Design keypad_digit_register_flat, sky130hd; sources not shown.
Signal wires on met3:
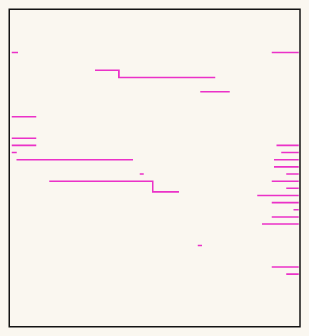
main direction	horizontal
share of all routed wire	5.4%
nets with wire on the layer	22
wire length on this layer	154 um
drt total wl: 2840 um
met3 Use GR: 0.0700
via count: 959

Clock wires, drivers and flops:
The bar under the picture is 20 um long.
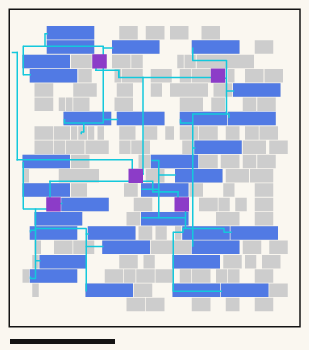
[cyan] clock wires | length: 356 um
[purple] clock drivers | count: 5
[blue] flip-flops | count: 32
routed clock nets	6
flops lie	all over the die
Final Skew: 0.00691 ns
clk latency late pin: 0.33 ns

Cell area per tile:
The die is cut into 5 by 6 equal tiles; white is low, dark blue is high, 0 to 100% covered.
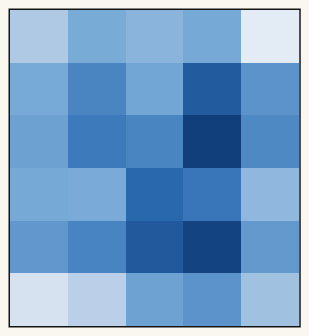
emptiest ninth of the die	south-west
fullest tile	94%
tiles over 75% full	17%
densest ninth of the die	centre
mean over tiles	56%
utilization after layout: 0.692
Core Area: 2750 sq um
fp util: 0.520

I/O pins on the die edge:
Pins as bars across the die edge, other pins in grey.
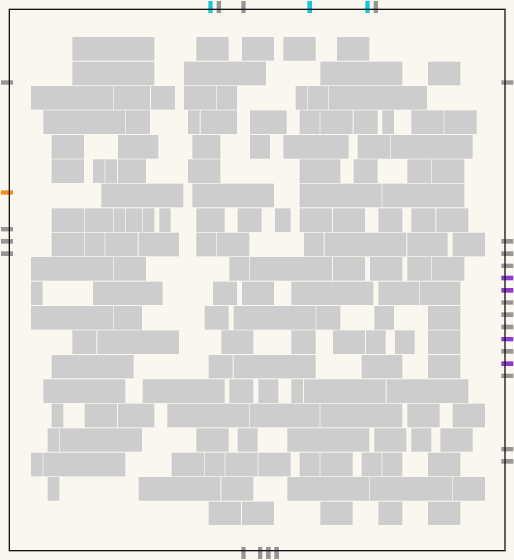
colour	port	pins	direction	edge
purple	sec_tens	4	output	east
cyan	digit_count	3	output	north
orange	rst	1	input	west
port bufs: 29
Die Wd: 55.0 um
Die Height: 60.1 um

==> flow_metrics.py <==
# Generated from Yosys and OpenROAD reports
metrics = {
    "outcome": {
        "status": "finished clean",
    },
    "power": {
        "comb_power_share": 0.147,
        "power_leakage_uw": 0.000882,
        "clkPwrFrac": 0.334,
        "p_int_uw": 944,
    },
    "yosys": {
        "netlist_area_sq_um": 1430,
        "synth_area_per_cell_sq_um": 13.1,
        "synth_seq_share": 0.560,
        "ys_async_sr_fraction": 1.00,
        "ys_cells": 109,
        "ys_area_sq_um": 1430,
        "syn_inst": 109,
        "xor_area_frac": 0.00612,
        "synthTopCellsByCount": "32 x dfrtp_1, 17 x mux2i_1, 14 x nand2b_1",
    },
    "placed_design": {
        "gp_congestion": 0.671,
        "placed_area_sq_um": 1780,
    },
    "detailed_routing": {
        "first_pass_iters": 4,
        "drtAntennaViolNets": 0,
        "drt-initial-drc-count": 21,
        "avgRoutedWirePerCell_um": 15.3,
        "drc": 0,
        "m1WireLength_um": 1090,
    },
    "global_routing": {
        "grt_start_max_net_pins": 21,
        "grt_pass1_vias": 964,
    },
    "layout": {
        "layout_top_cell": "dfrtp_1",
        "drive_above_1_share": 0.164,
        "diodes": 0,
        "comb_share": 0.331,
    },
    "final_timing": {
        "hold_viol_final": 0,
        "finalCriticalPeriod_ns": 1.90,
        "setup_viol": 0,
        "rsz0062_at_grt": "false",
    },
    "clock_network": {
        "cts_setup_buffers": 0,
        "root_buffer": "clkbuf_4",
        "postCtsHoldBufs": 0,
        "clk_pin_slew_ns": 0.09,
    },
    "worst_setup_path": {
        "crit_path_end_kind": "output pin",
    },
    "run": {
        "cap_violations": 0,
    },
}
Power is estimated from default activity; no workload was simulated.
